==> config.mk <==
export PLATFORM = sky130hd
export DESIGN_NAME = rr_priority_arbiter
export DESIGN_NICKNAME = d
export VERILOG_FILES = /design/src/rtl/arb_pkg.sv /design/src/rtl/prio_enc_n.sv /design/src/rtl/rr_priority_arbiter.sv
export SDC_FILE = /design/constraint.sdc
export NUM_CORES = 1
export LEC_CHECK = 0
export CORE_AREA = 2 2 49 51
export CTS_CLUSTER_DIAMETER = 80
export CTS_CLUSTER_SIZE = 30
export DETAILED_ROUTE_END_ITERATION = 10
export DIE_AREA = 0 0 51 53
export PLACE_DENSITY = 0.79
export SLEW_MARGIN = 20
export SYNTH_ARGS = -nofsm -noshare
export SYNTH_HDL_FRONTEND = slang
export SYNTH_SLANG_ARGS = --single-unit
==> constraint.sdc <==
create_clock -name clk -period 4 [get_ports clk]
set_input_delay 1.2 -clock clk [delete_from_list [all_inputs] [get_ports clk]]
set_output_delay 1.2 -clock clk [all_outputs]
set_load 0.1 [all_outputs]
==> src/rtl/arb_pkg.sv <==
// Shared constants and FSM state encoding for the round-robin / fixed
// priority arbiter.
package arb_pkg;

   localparam logic MODE_FIXED = 1'b0;
   localparam logic MODE_RR    = 1'b1;

   typedef enum logic {
      IDLE = 1'b0,
      HOLD = 1'b1
   } state_t;

endpackage : arb_pkg

==> src/rtl/prio_enc_n.sv <==
// Combinational highest-set-bit encoder: idx is the highest index with req
// set, any flags a non-empty request; idx is zero when req is empty.
module prio_enc_n #(
   parameter int N = 8,
   parameter int W = $clog2(N)
) (
   input  logic [N-1:0] req,
   output logic [W-1:0] idx,
   output logic         any
);

   // Ascending scan so the highest set bit is the last one written.
   always_comb begin
      idx = {W{1'b0}};
      any = 1'b0;
      for (int i = 0; i < N; i++) begin
         idx = req[i] ? W'(i) : idx;
         any = any | req[i];
      end
   end

endmodule : prio_enc_n

==> src/rtl/rr_priority_arbiter.sv <==
// N-input arbiter with fixed (highest index wins) or round-robin priority,
// presenting a registered, sticky grant over a valid/ready handshake.
module rr_priority_arbiter
   import arb_pkg::*;
#(
   parameter int N = 8,
   parameter int W = $clog2(N)
) (
   input  logic         clk,
   input  logic         rst,
   input  logic [N-1:0] req,
   input  logic         mode,
   input  logic         grant_ready,
   output logic         grant_valid,
   output logic [W-1:0] grant_idx,
   output logic [N-1:0] grant_onehot,
   output logic [W-1:0] last_idx
);

   state_t       state_r, state_next_s;
   logic [W-1:0] grant_idx_r, grant_idx_next_s;
   logic [N-1:0] grant_onehot_r, grant_onehot_next_s;
   logic [W-1:0] last_idx_r, last_idx_next_s;

   logic         accept_s;
   logic [W-1:0] base_s;
   logic [N-1:0] mask_s;
   logic [N-1:0] masked_req_s;
   logic [W-1:0] masked_idx_s, full_idx_s, winner_s;
   logic         masked_any_s, full_any_s;
   logic [N-1:0] one_s;

   assign one_s = {{(N-1){1'b0}}, 1'b1};

   // On an accept the search base is the index being accepted this edge.
   always_comb begin
      accept_s = (state_r == HOLD) & grant_ready;
      base_s   = accept_s ? grant_idx_r : last_idx_r;
   end

   // Mask keeps only indices strictly below the base (the ones searched first).
   always_comb begin
      mask_s = {N{1'b0}};
      for (int i = 0; i < N; i++) begin
         mask_s[i] = (i < int'(base_s));
      end
      masked_req_s = req & mask_s;
   end

   prio_enc_n #(.N(N), .W(W)) u_enc_masked (
      .req (masked_req_s),
      .idx (masked_idx_s),
      .any (masked_any_s)
   );

   prio_enc_n #(.N(N), .W(W)) u_enc_full (
      .req (req),
      .idx (full_idx_s),
      .any (full_any_s)
   );

   // Winner selection: round-robin falls back to the unmasked search on wrap.
   always_comb begin
      if ((mode == MODE_RR) && masked_any_s) begin
         winner_s = masked_idx_s;
      end else begin
         winner_s = full_idx_s;
      end
   end

   // Next-state and next-output logic for the IDLE/HOLD handshake FSM.
   always_comb begin
      state_next_s        = state_r;
      grant_idx_next_s    = grant_idx_r;
      grant_onehot_next_s = grant_onehot_r;
      last_idx_next_s     = last_idx_r;
      case (state_r)
         IDLE: begin
            if (full_any_s) begin
               state_next_s        = HOLD;
               grant_idx_next_s    = winner_s;
               grant_onehot_next_s = one_s << winner_s;
            end else begin
               state_next_s        = IDLE;
               grant_idx_next_s    = {W{1'b0}};
               grant_onehot_next_s = {N{1'b0}};
            end
         end
         HOLD: begin
            if (accept_s) begin
               last_idx_next_s = grant_idx_r;
               if (full_any_s) begin
                  state_next_s        = HOLD;
                  grant_idx_next_s    = winner_s;
                  grant_onehot_next_s = one_s << winner_s;
               end else begin
                  state_next_s        = IDLE;
                  grant_idx_next_s    = {W{1'b0}};
                  grant_onehot_next_s = {N{1'b0}};
               end
            end else begin
               state_next_s = HOLD;
            end
         end
         default: begin
            state_next_s        = IDLE;
            grant_idx_next_s    = {W{1'b0}};
            grant_onehot_next_s = {N{1'b0}};
            last_idx_next_s     = {W{1'b0}};
         end
      endcase
   end

   // State and output registers; reset drops any pending grant.
   always_ff @(posedge clk) begin
      if (rst) begin
         state_r        <= IDLE;
         grant_idx_r    <= {W{1'b0}};
         grant_onehot_r <= {N{1'b0}};
         last_idx_r     <= {W{1'b0}};
      end else begin
         state_r        <= state_next_s;
         grant_idx_r    <= grant_idx_next_s;
         grant_onehot_r <= grant_onehot_next_s;
         last_idx_r     <= last_idx_next_s;
      end
   end

   assign grant_valid  = (state_r == HOLD);
   assign grant_idx    = grant_idx_r;
   assign grant_onehot = grant_onehot_r;
   assign last_idx     = last_idx_r;

endmodule : rr_priority_arbiter

Sequential cells coloured by netlist name:
Other sequential cells in the stronger grey, the rest of the logic in the fainter grey.
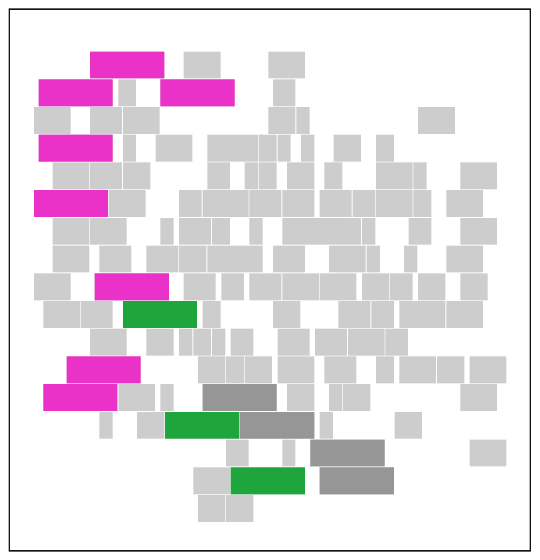
[magenta] `grant_onehot` | flops: 8
[green] `grant_idx` | flops: 3
not coloured: 4
Core Util, Final: 0.561
Seq/total area: 0.249
Flop area: 300 um2
sequential logic power: 0.171 mW

Track usage over the die:
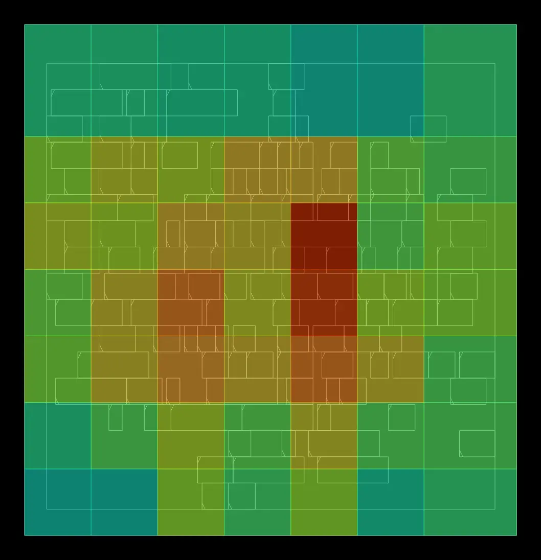
met1 Use GR: 0.250
DR WL/cell: 15.2 um
Total GRT Usage: 0.188
most used routing layer: met2
GRT met2 Usage: 0.290

==> notes.md <==
run metrics: slowest cell on the critical path clkdlybuf4s50_1, port bufs 26, EDFF count, synth 0, area delta synth->final 31.4%, Die Y-Extent about 53 um, DR pass1 iterations 4, Final setup viols 0, GRT overflow 0, Slew Viols, Final 0, Crit Path Category in2reg, Switching Share 0.411, Largest delay share family, worst path AND-OR/OR-AND gates, pin count of the biggest net entering global routing 15, Pint roughly 0.25 mW, Num CTS Buffers 3, Max H-tree Level 1, Power Dens Cells 351 mW/mm2, synth warn 0, initial drt markers 16, die width approximately 50 um, chip area between 0.002 and 0.003 mm2, Commonest flop dfxtp_1, row count 17, final hold violations 0, Hold Buf Count CTS 0, Rel. slew slack 0.346, Worst Path Max Fanout 13, Post-synth regs 15, Hold/Removal Path Class reg2reg, Syn Area/Cell around 9 um2, TritonCTS Sinks 15, asr flop ratio synth 0, Worst EP required roughly 4.2 ns, Starting Density 0.427, layout cell share with drive strength beyond 1 0.150, Setup crit end kind register, initial antenna violation count 0, drc violations 0, Worst Path Arrival between 3 and 4 ns, core box area 0.00215 mm2, clk buf depth 2, clock latency on the worst-skew pair around 0.28 ns, Distinct cells, synth roughly 48, worst path cell trace clkdlybuf4s50_1, nand2_2, a311o_1, a31oi_4, a31oi_2, mux2_4, and2_4, a32o_1, yosys stat area 917 um2, HPWL after DPL about 1800 um, CP startpoint kind primary input, number of inserted diodes 0, Post-Syn Nets ~110, post-DR vias/cell about 6.0, Inst Count DP ~150, Leakage 0.478 nW, CTS tree yes, Max Freq ~0.29 GHz, vias between 900 and 1000, max incr delay on CP ~0.73 ns, Yosys Instances 100, Net Sw Power 0.174 mW, clock-pin slew on the worst setup and hold paths ~0.09 ns, boundary pin count 27, register share after synthesis 0.327, setup repair after global routing missed its margin no, Tcrit/Tclk final 0.876, Nets 140, post-CTS sizing 0, GPL Wtd Cong 0.971, Setup Skew approximately 0.005 ns, post-route minimum period around 3.5 ns, post-synthesis cell count ~100, worst slew pin tran approximately 1 ns, clock root buffer clkbuf_4, fraction of power consumed by sequential logic 0.405, status completed, Peak VDD IR between 0.2 and 0.3 mV, WP buf/inv 1, vias in the first global route around 850, Tool Warnings 26, post-synthesis cell area about 920 um2, Max-Cap Viols 0, Final TNS setup 0 ns, Gate power share 0.395, global-route wire length before repair a little under 4000 um, clock group share of total power 0.200, final antenna-violating net count 0, # Post-CTS Setup Buffers 0
M3 wires:
The bar under the picture is 20 um long.
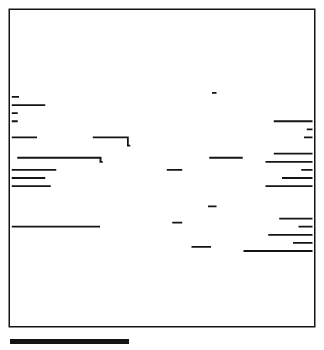
wire length on this layer: 145 um
main direction: horizontal
longest straight run: 14.5 um
share of all routed wire: 6.1%
final WL: 2360 um
met3 usage: 0.0395

Gate families picked out:
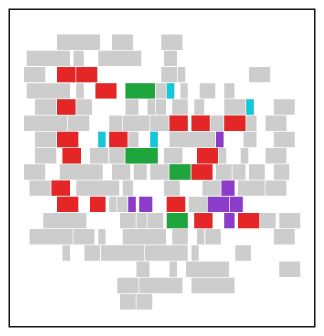
[purple] nand cells | cells: 7
[cyan] inv cells | cells: 4
[green] mux cells | cells: 4 | where: centre
[red] non-inverting ao/oa cells | cells: 18
final cell count without fillers: 155
highest-count logic cell in the final layout: clkdlybuf4s50_1
combinational share of cell area: 0.481

Yosys cell counts (3+ instances only):
cell / number / share of area
a32o_1: 5 / 0.055
a21oi_1: 5 / 0.027
nor2_1: 12 / 0.049
dfxtp_1: 15 / 0.33
inv_1: 4 / 0.016
a22o_1: 5 / 0.048
o21ai_0: 3 / 0.016
o211ai_1: 3 / 0.025
final timing paths:
check	start	slack, ns	end	depth (start not counted)
worst max register to register	grant_valid$_SDFF_PP0_	1.53	grant_onehot[0]$_SDFFE_PP0P_	7
worst min-delay path	grant_onehot[1]$_SDFFE_PP0P_	0.48	grant_onehot[1]$_SDFFE_PP0P_	1
worst max-delay path	grant_ready	0.50	grant_onehot[0]$_SDFFE_PP0P_	8
worst min register to register	grant_onehot[1]$_SDFFE_PP0P_	0.48	grant_onehot[1]$_SDFFE_PP0P_	1
metrics by stage:
| stage | power [mW] | hold WS (ns) | util | area [um2] | setup WS, ns |
|---|---|---|---|---|---|
| after floorplan | 0.298 | 0.964 | - | 917 | 1.09 |
| after global placement | 0.339 | 0.459 | 0.548 | 1180 | 0.289 |
| after detailed placement | 0.340 | 0.459 | 0.548 | 1180 | 0.230 |
| after CTS | 0.425 | 0.488 | 0.561 | 1200 | 0.523 |
| after global routing | 0.444 | 0.508 | 0.561 | 1200 | 0.346 |
| final | 0.423 | 0.482 | 0.561 | 1200 | 0.497 |
routing by layer:
metal,GRT usage,share of wire,vias up
met5,0,0,-
met4,0.0856,0.019,0
met3,0.0395,0.061,6
met2,0.290,0.45,32
met1,0.250,0.47,446
li1,-,-,448
registers in the layout, indices dropped and copies added (netlist names):
register	count
grant_idx	3
grant_valid	1
last_idx	3
grant_onehot	8
area by class of cell:
class,instances,area (um2)
clock inverters,1,5.00
fillers,206,943
well taps,28,35.0
repair buffers,26,248
inverters,4,15.0
clock buffers,3,22.5
multi-input cells,78,579
flip-flops and latches,15,300
power by group through the flow:
stage	sequential [mW]	combinational (mW)	clock [mW]
CTS	0.171	0.167	0.0874
finish	0.171	0.167	0.0847
floorplan	0.239	0.0589	0
detailed placement	0.174	0.166	0
global route	0.173	0.176	0.0952
global placement	0.174	0.165	0
cell families after synthesis:
family,share of synthesized area
compound gates,0.381
buf+inv,0.0409
simple gates,0.198
flops,0.327
mux,0.0532
placed cells by master (no fill, tap or decap), types with 2 or more instances in the layout:
cell / instances
inv_1: 4
dfxtp_1: 15
clkdlybuf4s50_1: 21
a21bo_2: 2
o211ai_1: 3
a21oi_1: 5
nor2_1: 12
nor2b_1: 2
and3_1: 2
o21ai_0: 3
a32o_1: 5
o31ai_1: 2
buf_4: 5
nand2_1: 2
a211o_1: 2
clkbuf_4: 3
a211oi_1: 2
mux2i_1: 2
a22o_1: 5
Power and IR drop assume default switching activity.
